==> src/rtl/pipeline_hazard_unit_pkg.sv <==
// Shared types and encodings for the pipeline hazard / forwarding controller.
// Scoreboard entries carry a fixed-width address so that any REG_AW up to SB_AW_MAX fits.
package pipeline_hazard_unit_pkg;

    localparam int SB_AW_MAX   = 8;
    localparam int SEL_REGFILE = 0;
    localparam logic [SB_AW_MAX-1:0] REG_ZERO = 8'd0;

    typedef struct packed {
        logic                 wr_en;
        logic [SB_AW_MAX-1:0] wr_addr;
        logic                 is_load;
    } sb_entry_t;

    localparam sb_entry_t SB_BUBBLE = '{wr_en: 1'b0, wr_addr: 8'd0, is_load: 1'b0};

    // r0 is hard-wired zero, so a write to it never produces a forwardable value.
    function automatic logic is_producer(input sb_entry_t e);
        return e.wr_en && (e.wr_addr != REG_ZERO);
    endfunction

endpackage

==> src/rtl/pipeline_hazard_unit_if.sv <==
// ID-stage request / hazard-control response bundle.
// master = the ID stage driving instruction fields, slave = the hazard unit.
interface pipeline_hazard_unit_if #(
    parameter int REG_AW = 5,
    parameter int SEL_W  = 2,
    parameter int CNT_W  = 32
);
    logic              id_valid;
    logic [REG_AW-1:0] id_rs;
    logic [REG_AW-1:0] id_rt;
    logic              id_use_rs;
    logic              id_use_rt;
    logic              id_wr_en;
    logic [REG_AW-1:0] id_wr_addr;
    logic              id_is_load;
    logic              id_redirect;
    logic              mem_ready;

    logic              stall_id;
    logic              freeze;
    logic              flush_ifid;
    logic [SEL_W-1:0]  fwd_rs_sel;
    logic [SEL_W-1:0]  fwd_rt_sel;
    logic [CNT_W-1:0]  stall_cycles;

    modport master (
        output id_valid, id_rs, id_rt, id_use_rs, id_use_rt, id_wr_en,
               id_wr_addr, id_is_load, id_redirect, mem_ready,
        input  stall_id, freeze, flush_ifid, fwd_rs_sel, fwd_rt_sel, stall_cycles
    );

    modport slave (
        input  id_valid, id_rs, id_rt, id_use_rs, id_use_rt, id_wr_en,
               id_wr_addr, id_is_load, id_redirect, mem_ready,
        output stall_id, freeze, flush_ifid, fwd_rs_sel, fwd_rt_sel, stall_cycles
    );
endinterface

==> src/rtl/pipeline_hazard_unit_hazard_match.sv <==
// Single-operand comparator against the in-flight write scoreboard: per-entry match
// vector, youngest-match forward select (k+1, 0 = register file) and EX-stage load-use flag.
module hazard_match
    import pipeline_hazard_unit_pkg::*;
#(
    parameter int STAGES = 3,
    parameter int REG_AW = 5,
    parameter int SEL_W  = 2
) (
    input  sb_entry_t [STAGES-1:0] sb,
    input  logic                   en,
    input  logic [REG_AW-1:0]      src,
    output logic [STAGES-1:0]      match,
    output logic [SEL_W-1:0]       sel,
    output logic                   load_use
);

    localparam logic [STAGES-1:0] LOAD_STAGE_MASK = {{(STAGES-1){1'b0}}, 1'b1};

    logic [SB_AW_MAX-1:0] src_ext_s;
    logic [STAGES-1:0]    load_vec_s;

    assign src_ext_s = SB_AW_MAX'(src);

    // Compare the source register against every scoreboard entry.
    always_comb begin
        match      = '0;
        load_vec_s = '0;
        for (int k = 0; k < STAGES; k++) begin
            match[k]      = en & is_producer(sb[k]) & (sb[k].wr_addr == src_ext_s);
            load_vec_s[k] = sb[k].is_load;
        end
    end

    // Scan oldest to youngest so the lowest matching index is the one that remains.
    always_comb begin
        sel = SEL_W'(SEL_REGFILE);
        for (int k = STAGES - 1; k >= 0; k--) begin
            sel = match[k] ? SEL_W'(k + 1) : sel;
        end
    end

    // A load still in EX has no result yet, so only entry 0 can raise load-use.
    assign load_use = |(match & load_vec_s & LOAD_STAGE_MASK);

endmodule

==> src/rtl/pipeline_hazard_unit.sv <==
// Hazard and forwarding controller beside the ID stage: scoreboard, forward selects,
// load-use stall, memory-wait freeze, redirect flush and stall counter. Macro: FORWARD_EN.
module pipeline_hazard_unit
    import pipeline_hazard_unit_pkg::*;
#(
    parameter int STAGES = 3,
    parameter int REG_AW = 5,
    parameter int CNT_W  = 32,
    parameter int SEL_W  = $clog2(STAGES + 1)
) (
    input  logic                  clk,
    input  logic                  rst,
    pipeline_hazard_unit_if.slave hz
);

    sb_entry_t [STAGES-1:0] sb_r;
    logic [CNT_W-1:0]       cnt_r;

    logic [STAGES-1:0]      rs_match_s;
    logic [STAGES-1:0]      rt_match_s;
    logic [SEL_W-1:0]       rs_sel_s;
    logic [SEL_W-1:0]       rt_sel_s;
    logic                   rs_load_use_s;
    logic                   rt_load_use_s;
    logic                   stall_s;
    logic                   freeze_s;
    logic                   flush_s;
    sb_entry_t              id_entry_s;

    hazard_match #(
        .STAGES (STAGES),
        .REG_AW (REG_AW),
        .SEL_W  (SEL_W)
    ) u_match_rs (
        .sb       (sb_r),
        .en       (hz.id_valid & hz.id_use_rs),
        .src      (hz.id_rs),
        .match    (rs_match_s),
        .sel      (rs_sel_s),
        .load_use (rs_load_use_s)
    );

    hazard_match #(
        .STAGES (STAGES),
        .REG_AW (REG_AW),
        .SEL_W  (SEL_W)
    ) u_match_rt (
        .sb       (sb_r),
        .en       (hz.id_valid & hz.id_use_rt),
        .src      (hz.id_rt),
        .match    (rt_match_s),
        .sel      (rt_sel_s),
        .load_use (rt_load_use_s)
    );

`ifdef FORWARD_EN
    assign stall_s       = rs_load_use_s | rt_load_use_s;
    assign hz.fwd_rs_sel = rs_sel_s;
    assign hz.fwd_rt_sel = rt_sel_s;
`else
    // WB is excluded: the register file's write-first bypass already covers it.
    localparam logic [STAGES-1:0] INTERLOCK_MASK = {1'b0, {(STAGES-1){1'b1}}};
    logic unused_fwd_s;

    assign stall_s       = |((rs_match_s | rt_match_s) & INTERLOCK_MASK);
    assign hz.fwd_rs_sel = SEL_W'(SEL_REGFILE);
    assign hz.fwd_rt_sel = SEL_W'(SEL_REGFILE);
    assign unused_fwd_s  = ^{rs_sel_s, rt_sel_s, rs_load_use_s, rt_load_use_s};
`endif

    assign freeze_s = ~hz.mem_ready;
    // A stalled redirect waits; its operands are not final until the stall clears.
    assign flush_s  = hz.id_valid & hz.id_redirect & ~stall_s & ~freeze_s;

    assign hz.stall_id     = stall_s;
    assign hz.freeze       = freeze_s;
    assign hz.flush_ifid   = flush_s;
    assign hz.stall_cycles = cnt_r;

    // Entry pushed into EX: the ID instruction, or a bubble when ID is empty or stalled.
    always_comb begin
        id_entry_s = SB_BUBBLE;
        if (hz.id_valid && !stall_s) begin
            id_entry_s.wr_en   = hz.id_wr_en;
            id_entry_s.wr_addr = SB_AW_MAX'(hz.id_wr_addr);
            id_entry_s.is_load = hz.id_is_load;
        end else begin
            id_entry_s = SB_BUBBLE;
        end
    end

    // Scoreboard shift and stall-cycle counter; freeze holds the scoreboard only.
    always_ff @(posedge clk) begin
        if (rst) begin
            sb_r  <= '0;
            cnt_r <= '0;
        end else begin
            if (stall_s || freeze_s) begin
                cnt_r <= cnt_r + CNT_W'(1);
            end else begin
                cnt_r <= cnt_r;
            end
            if (!freeze_s) begin
                sb_r <= {sb_r[STAGES-2:0], id_entry_s};
            end else begin
                sb_r <= sb_r;
            end
        end
    end

endmodule

==> src/flat_wrapper.sv <==
// flat-port wrapper written by rule: the top's interface ports become plain ports
module pipeline_hazard_unit_flat import pipeline_hazard_unit_pkg::*;
#(
    parameter int STAGES = 3,
    parameter int REG_AW = 5,
    parameter int CNT_W  = 32,
    parameter int SEL_W  = $clog2(STAGES + 1)
)
  (clk, rst, hz_id_valid, hz_id_rs, hz_id_rt, hz_id_use_rs, hz_id_use_rt, hz_id_wr_en, hz_id_wr_addr, hz_id_is_load, hz_id_redirect, hz_mem_ready, hz_stall_id, hz_freeze, hz_flush_ifid, hz_fwd_rs_sel, hz_fwd_rt_sel, hz_stall_cycles);
  pipeline_hazard_unit_if #(.REG_AW(REG_AW), .SEL_W(SEL_W), .CNT_W(CNT_W)) hz_i ();
  input  logic clk;
  input  logic rst;
  input wire logic [$bits(hz_i.id_valid)-1:0] hz_id_valid;
  input wire logic [$bits(hz_i.id_rs)-1:0] hz_id_rs;
  input wire logic [$bits(hz_i.id_rt)-1:0] hz_id_rt;
  input wire logic [$bits(hz_i.id_use_rs)-1:0] hz_id_use_rs;
  input wire logic [$bits(hz_i.id_use_rt)-1:0] hz_id_use_rt;
  input wire logic [$bits(hz_i.id_wr_en)-1:0] hz_id_wr_en;
  input wire logic [$bits(hz_i.id_wr_addr)-1:0] hz_id_wr_addr;
  input wire logic [$bits(hz_i.id_is_load)-1:0] hz_id_is_load;
  input wire logic [$bits(hz_i.id_redirect)-1:0] hz_id_redirect;
  input wire logic [$bits(hz_i.mem_ready)-1:0] hz_mem_ready;
  output wire logic [$bits(hz_i.stall_id)-1:0] hz_stall_id;
  output wire logic [$bits(hz_i.freeze)-1:0] hz_freeze;
  output wire logic [$bits(hz_i.flush_ifid)-1:0] hz_flush_ifid;
  output wire logic [$bits(hz_i.fwd_rs_sel)-1:0] hz_fwd_rs_sel;
  output wire logic [$bits(hz_i.fwd_rt_sel)-1:0] hz_fwd_rt_sel;
  output wire logic [$bits(hz_i.stall_cycles)-1:0] hz_stall_cycles;
  assign hz_i.id_valid = hz_id_valid;
  assign hz_i.id_rs = hz_id_rs;
  assign hz_i.id_rt = hz_id_rt;
  assign hz_i.id_use_rs = hz_id_use_rs;
  assign hz_i.id_use_rt = hz_id_use_rt;
  assign hz_i.id_wr_en = hz_id_wr_en;
  assign hz_i.id_wr_addr = hz_id_wr_addr;
  assign hz_i.id_is_load = hz_id_is_load;
  assign hz_i.id_redirect = hz_id_redirect;
  assign hz_i.mem_ready = hz_mem_ready;
  assign hz_stall_id = hz_i.stall_id;
  assign hz_freeze = hz_i.freeze;
  assign hz_flush_ifid = hz_i.flush_ifid;
  assign hz_fwd_rs_sel = hz_i.fwd_rs_sel;
  assign hz_fwd_rt_sel = hz_i.fwd_rt_sel;
  assign hz_stall_cycles = hz_i.stall_cycles;
  pipeline_hazard_unit #(.STAGES(STAGES), .REG_AW(REG_AW), .CNT_W(CNT_W), .SEL_W(SEL_W)) u_core (.clk(clk), .rst(rst), .hz(hz_i));
endmodule
==> config.mk <==
export PLATFORM = sky130hd
export DESIGN_NAME = pipeline_hazard_unit_flat
export DESIGN_NICKNAME = d
export VERILOG_FILES = /design/src/rtl/pipeline_hazard_unit_pkg.sv /design/src/rtl/pipeline_hazard_unit_if.sv /design/src/rtl/pipeline_hazard_unit_hazard_match.sv /design/src/rtl/pipeline_hazard_unit.sv /design/src/flat_wrapper.sv
export SDC_FILE = /design/constraint.sdc
export NUM_CORES = 1
export LEC_CHECK = 0
export ABC_AREA = 1
export CAP_MARGIN = 0
export CORE_UTILIZATION = 40
export CTS_BUF_LIST = sky130_fd_sc_hd__clkbuf_2
export CTS_CLUSTER_DIAMETER = 120
export CTS_CLUSTER_SIZE = 14
export DETAILED_ROUTE_END_ITERATION = 6
export HOLD_SLACK_MARGIN = 0.02
export PLACE_DENSITY = 0.72
export SYNTH_ARGS = -nofsm -noshare
export SYNTH_HDL_FRONTEND = slang
export SYNTH_SLANG_ARGS = --single-unit
==> constraint.sdc <==
create_clock -name clk -period 1.6 [get_ports clk]
set_input_delay 0.24 -clock clk [delete_from_list [all_inputs] [get_ports clk]]
set_output_delay 0.24 -clock clk [all_outputs]
set_load 0.005 [all_outputs]
**Run 1: the clock network**

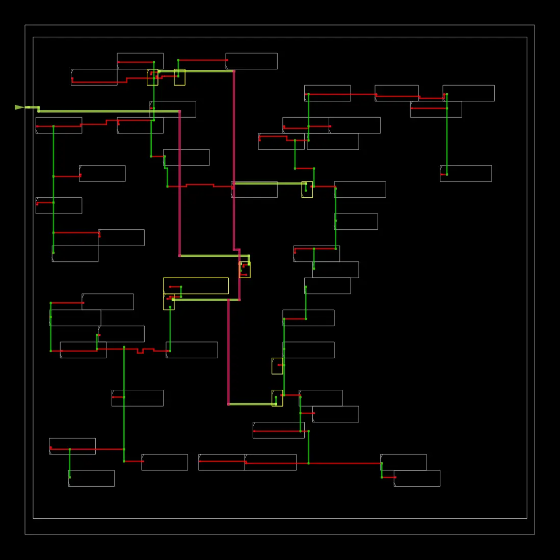
clk_lat worst skew: 460 ps
clk sinks: 44
Worst Skew: 42.67 ps

**Run 1: signal metal coverage by tile**

The die is cut into 17 by 17 equal tiles; white is low, dark blue is high, scaled to the fullest tile. Values are wire area over tile area, all layers added.
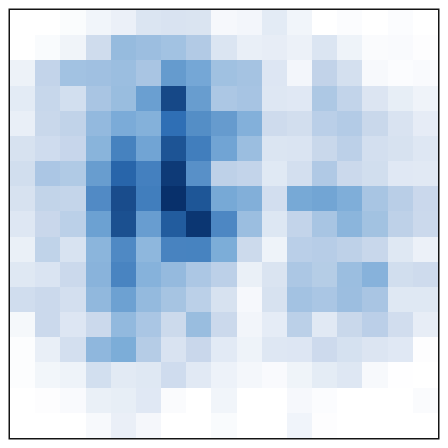
fullest tile: 0.95
nearly empty tiles: 13%
densest ninth of the die: center
tiles over half the peak: 13%
mean over tiles: 0.24

**Run 1: selected gate families**

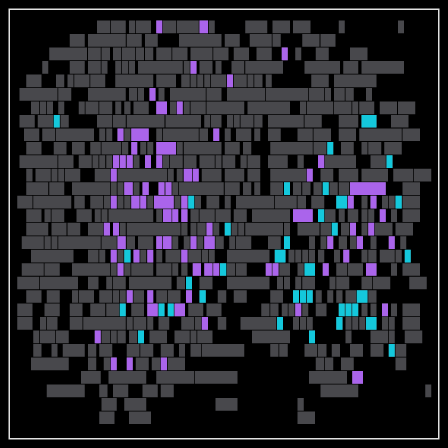
[inverters] cyan | cells: 36
[NOR gates] purple | cells: 79

**Run 1: close-up of the layout**

Scale bar: 5 µm. Region (33, 50) to (53, 70) µm. Cells in gray, sequential cells in the stronger gray; small squares are vias.
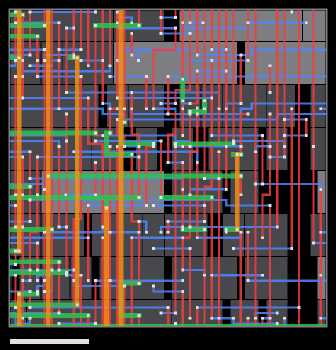
[metal 4] orange
[metal 2] red
[metal 1] blue
[metal 3] green
cells with their middle in the window: 43
netlist names of flops here include: u_core.hz.stall_cycles (4)
most frequent: nand2_1 (12), buf_4 (6)
sequential cells in the window: 4

==> qor.yml, run 1 <==
drt:
  drt-met1-wl_um: 4114
  drt_iter0_markers: 273
  dr_total_vias: 3615
  dr.pass1.iters: 6
  wl_um: 10490
  postRouteAntennaNets: 0
logic_synthesis:
  ys_sh_simple: 0.4108
  ys_sh_adder: 0.004394
  yosysCellCount: 454
  ys_sh_mux: 0
  ff_type: "dfxtp_1"
  synth.avg_cell_area_um2: 6.273
  yosys_area_mm2: 0.002848
  synth.cell_area_mm2: 0.002848
  topCellsByArea: "dfxtp_1 (31%), nand2_1 (22%), nor2_1 (8.0%), a21oi_1 (7.0%), xor2_1 (5.8%)"
  top_area_cell: "dfxtp_1"
  common_cells: "nand2_1 (168), nor2_1 (61), dfxtp_1 (44)"
power:
  switching_share: 0.2828
  p_total_mw: 2.187
  p_leak_nw: 2.202
  clock_net_power_mw: 0.652
  pg_comb_mw: 0.420
critical_path:
  cp_num_cells: 11
  crit_start: "u_core.sb_r[2]"
  critical_path.top_delay_family: "simple AND/OR/NAND/NOR gates"
  timing.rr.end: "u_core.hz.stall_cycles[29]"
  r2r_slack_ps: -340
  reg2reg_from: "u_core.sb_r[2]"
final_layout:
  largest_reg_flops: 32
  antenna-diode-count: 0
  final-nonclk-buf-share: 0.2975
  finalNonFillerCells: 686
  layout_top_cells: "nand2_1 (156), buf_4 (64), nor2_1 (59)"
  n_all_inverters: 36
  clkbuf_count: 6
  largest_class: "multi-input combinational cells"
  final_nets: 614
final_timing:
  timing.hold.ws_ps: 337.6
  hold_violations: 0
  setup_viol: 40
  finalSetupTns_ps: -9006
  fin_ws_ps: -401.8
clocking:
  cts-root-buf: "clkbuf_2"
  cts_setup_buffers: 28
  cts_resized: 95
  cts_buffers: 5
global_routing:
  gr-total-overflow: 0
  grt_util_met1: 0.2995
  grt-busiest-layer: "met2"
  grt_pass1_wl_um: 14680
min_path:
  hp-start: "hz_id_wr_addr[1]"
  min_path_type: "input pin to flip-flop"
  hold_end: "u_core.sb_r[2]"
  hold_depth: 3
placement:
  dp_hpwl_um: 5991
  dpl_cell_area_mm2: 0.003696
  pre_cts_slack_ps: -597.0
run_status:
  status: "complete, but fails checks"
  violations: "negative setup slack"
--- run 2 (diff from run 1) ---
--- a/config.mk
+++ b/config.mk
@@ -14,6 +14,7 @@
 export DETAILED_ROUTE_END_ITERATION = 6
 export HOLD_SLACK_MARGIN = 0.02
 export PLACE_DENSITY = 0.72
+export SETUP_SLACK_MARGIN = 0.4
 export SYNTH_ARGS = -nofsm -noshare
 export SYNTH_HDL_FRONTEND = slang
 export SYNTH_SLANG_ARGS = --single-unit
**Run 2: close-up of the layout**

Scale bar: 5 µm. Region (33, 50) to (53, 70) µm. Cells in gray, sequential cells in the stronger gray; small squares are vias.
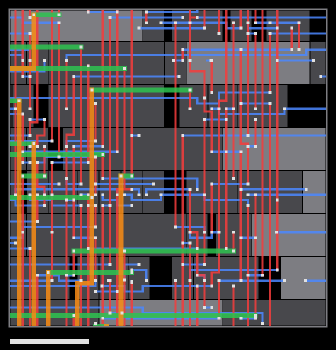
[metal 3] green
[metal 2] red
[metal 1] blue
[metal 4] orange
netlist names of flops here include: u_core.hz.stall_cycles (4), u_core.sb_r (1)
cells with their middle in the window: 40
most frequent: nand2_1 (11), nor2_1 (6)
sequential cells in the window: 5

**Run 2: I/O pins on the die edge**

Scale bar: 20 µm. Pins as bars across the die edge, other pins in gray.
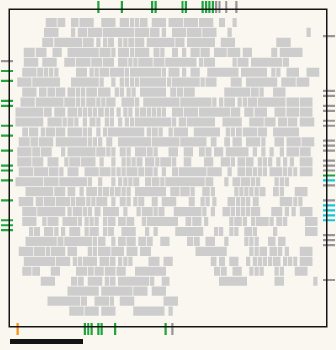
[hz_id_rs] cyan | pins: 5 | direction: input | edge: east
[hz_stall_cycles] green | pins: 32 | direction: output | edge: 14 west, 10 north, 7 south, 1 east
[hz_id_is_load] orange | pins: 1 | direction: input | edge: south

==> run 2 against run 1 <==
Effect of this change: the run still ends with negative setup slack left; hold slack got worse by 43 ps; wire length down 2.4%; cell count up 1.6%; sequential cell count unchanged; clock power is essentially flat; total power down 0.19%; critical path type unchanged; sequential power barely moved; die area unchanged; critical path depth is the same; combinational power barely moved; non-clock buffer count up 14.
==> qor.yml, run 2 <==
final_layout:
  largest_reg_flops: 32
  num-nonclk-buffers: 152
  layout_top_cells: "nand2_1 (150), buf_6 (60), nor2_1 (57), buf_4 (57), nand2_2 (26)"
  clkbuf_count: 5
  regArea_um2: 983.4
  final-nonclk-buf-share: 0.3259
  n_all_inverters: 36
  largest_class: "multi-input combinational cells"
  final_nets: 625
  antenna-diode-count: 0
  clockNetworkAreaShare: 0.01419
final_timing:
  setup_viol: 40
  hold_violations: 0
  finalSetupTns_ps: -10820
  fin_skew_ps: 27.65
  timing.hold.ws_ps: 294.7
  post-route-period-util: 1.224
  fin_ws_ps: -358.1
clocking:
  clk_path_buf_depth: 2
  cts_resized: 243
  cts-root-buf: "clkbuf_2"
  cts_setup_buffers: 55
  clk_pin_slew_ps: 230
  clk_latency_ps: 430
  cts_buffers: 5
  clock-sinks: 44
logic_synthesis:
  top_area_cell: "dfxtp_1"
  yosysCellCount: 454
  topCellsByArea: "dfxtp_1 (31%), nand2_1 (22%), nor2_1 (8.0%), a21oi_1 (7.0%), xor2_1 (5.8%)"
  ff_type: "dfxtp_1"
  yosys_area_mm2: 0.002848
  ys_sh_adder: 0.004394
  synth.cell_area_mm2: 0.002848
  ys_sh_mux: 0
  ys_sh_simple: 0.4108
  synth.avg_cell_area_um2: 6.273
placement:
  pre_cts_slack_ps: -557.5
  dpl_cell_area_mm2: 0.003746
  place_congestion: 0.9759
  dp_hpwl_um: 6238
power:
  switching_share: 0.2838
  switchingPower_mw: 0.6195
  pg_comb_mw: 0.420
  p_leak_nw: 2.021
  p_total_mw: 2.183
  clock_net_power_mw: 0.649
min_path:
  hold_depth: 3
  hp-start: "hz_mem_ready"
  hold_end: "u_core.sb_r[15]"
  min_path_type: "input pin to flip-flop"
die:
  fp-utilization: 0.4168
  dieHeight_um: 86.38
critical_path:
  crit_start: "u_core.sb_r[12]"
  critical_path.top_delay_family: "simple AND/OR/NAND/NOR gates"
  timing.rr.end: "u_core.hz.stall_cycles[3]"
  reg2reg_from: "u_core.sb_r[1]"
  crit_arrival_ps: 1720
  path_class: "flip-flop to output port"
  r2r_slack_ps: -350
run_status:
  violations: "negative setup slack"
  status: "complete, but fails checks"
drt:
  dr_total_vias: 3554
  dr.pass1.iters: 4
  postRouteAntennaNets: 0
  wl_um: 10240
  drt_iter0_markers: 141
  drt-met1-wl_um: 4071
global_routing:
  grt_util_met1: 0.3059
  gr-total-overflow: 0
  grt-busiest-layer: "met2"
--- run 3 (diff from run 2) ---
--- a/config.mk
+++ b/config.mk
@@ -13,7 +13,7 @@
 export CTS_CLUSTER_SIZE = 14
 export DETAILED_ROUTE_END_ITERATION = 6
 export HOLD_SLACK_MARGIN = 0.02
-export PLACE_DENSITY = 0.72
+export PLACE_DENSITY = 0.67
 export SETUP_SLACK_MARGIN = 0.4
 export SYNTH_ARGS = -nofsm -noshare
 export SYNTH_HDL_FRONTEND = slang
**Run 3: selected gate families**

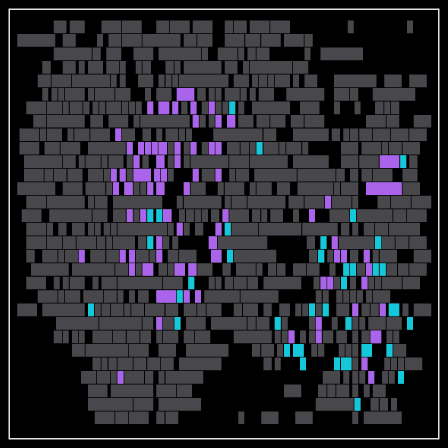
[NOR gates] purple | cells: 76
[inverters] cyan | cells: 36

**Run 3: signal metal coverage by tile**

The die is cut into 17 by 17 equal tiles; white is low, dark blue is high, scaled to the fullest tile. Values are wire area over tile area, all layers added.
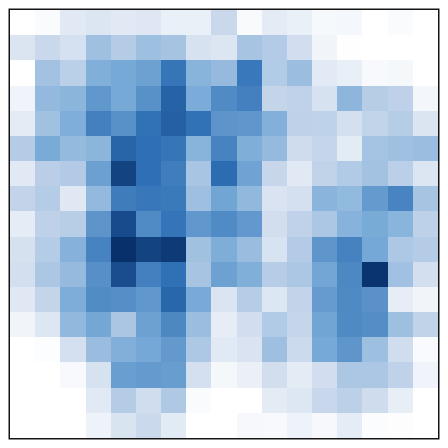
nearly empty tiles: 9.3%
emptiest ninth of the die: north-east
tiles over half the peak: 26%

==> run 3 against run 2 <==
Effect of this change: the flow still finishes with violations (negative setup slack); hold slack better by 15 ps; via count rose by 0.53%; sequential share of layout area shrank 0.48 points; core utilization is 1.3 points higher; clock-buffer cell count stayed put; wire length grew 0.19%; total power fell by 5.2%; register-to-register slack about the same; clock power is 25% lower; first-iteration DRC count rose by 3.5%; sequential power is essentially flat; non-clock buffer count up 15; critical endpoint unchanged; largest cell class unchanged.
==> qor.yml, run 3 <==
min_path:
  hp-start: "hz_mem_ready"
  hold_depth: 3
  hold_end: "u_core.sb_r[12]"
  min_path_type: "input pin to flip-flop"
clocking:
  cts_max_level: 2
  cts_hold_buf: 0
  clk_path_buf_depth: 2
  cts_resized: 248
  cts_setup_buffers: 60
  cts_buffers: 5
  cts-root-buf: "clkbuf_2"
  clock-sinks: 44
  clk_latency_ps: 430
  clk_pin_slew_ps: 220
critical_path:
  path_class: "flip-flop to output port"
  cp_num_cells: 11
  crit_start: "u_core.sb_r[3]"
  timing.rr.end: "u_core.hz.stall_cycles[4]"
  crit_arrival_ps: 1740
  critical_path.slowest_cell: "dfxtp_4"
  critical_path.top_delay_family: "simple AND/OR/NAND/NOR gates"
  reg2reg_from: "u_core.sb_r[3]"
  r2r_slack_ps: -340
power:
  p_leak_nw: 2.110
  clock_net_power_mw: 0.486
  p_int_mw: 1.445
  p_total_mw: 2.069
  pg_comb_mw: 0.467
  switching_share: 0.3016
  switchingPower_mw: 0.6240
  power.density_mw_per_mm2: 426.6
global_routing:
  grt_util_met1: 0.3089
  grt_use_total: 0.2667
  gr-total-overflow: 0
  grt_pass1_wl_um: 15510
  grt-busiest-layer: "met2"
final_layout:
  regArea_um2: 978.4
  num-nonclk-buffers: 167
  clockNetworkAreaShare: 0.007482
  antenna-diode-count: 0
  finalNonFillerCells: 711
  n_all_inverters: 36
  layout_top_cells: "nand2_1 (166), buf_4 (66), buf_6 (59)"
  clkbuf_count: 5
  largest_class: "multi-input combinational cells"
  largest_reg_flops: 32
  final-nonclk-buf-share: 0.3589
  final_nets: 640
logic_synthesis:
  topCellsByArea: "dfxtp_1 (31%), nand2_1 (22%), nor2_1 (8.0%), a21oi_1 (7.0%), xor2_1 (5.8%)"
  yosysMostFrequentCell: "nand2_1"
  yosys_area_mm2: 0.002848
  ys_sh_simple: 0.4108
  top_area_cell: "dfxtp_1"
  ys_sh_mux: 0
  common_cells: "nand2_1 (168), nor2_1 (61), dfxtp_1 (44)"
  ff_type: "dfxtp_1"
  ys_sh_adder: 0.004394
  yosysCellCount: 454
  synth.avg_cell_area_um2: 6.273
  synth.cell_area_mm2: 0.002848
  top_cell_area_share: 0.3093
final_timing:
  fin_skew_ps: 22.29
  timing.hold.ws_ps: 309.3
  hold_violations: 0
  setup_viol: 40
  post-route-period-util: 1.237
  fin_ws_ps: -378.9
  finalSetupTns_ps: -9029
drt:
  dr_total_vias: 3573
  postRouteAntennaNets: 0
  vias_per_cell: 5.025
  wl_um: 10260
  dr.pass1.iters: 5
  drt-met1-wl_um: 4255
  wl_met3_um: 571
  drt_iter0_markers: 146
die:
  fp-utilization: 0.4168
  dieHeight_um: 86.38
  row_count: 30
run_status:
  status: "complete, but fails checks"
  violations: "negative setup slack"
placement:
  dpl_cell_area_mm2: 0.003786
  pre_cts_slack_ps: -571.3
  place_congestion: 0.9632
Power figures rest on the tool's default switching activity, not on a simulated workload.
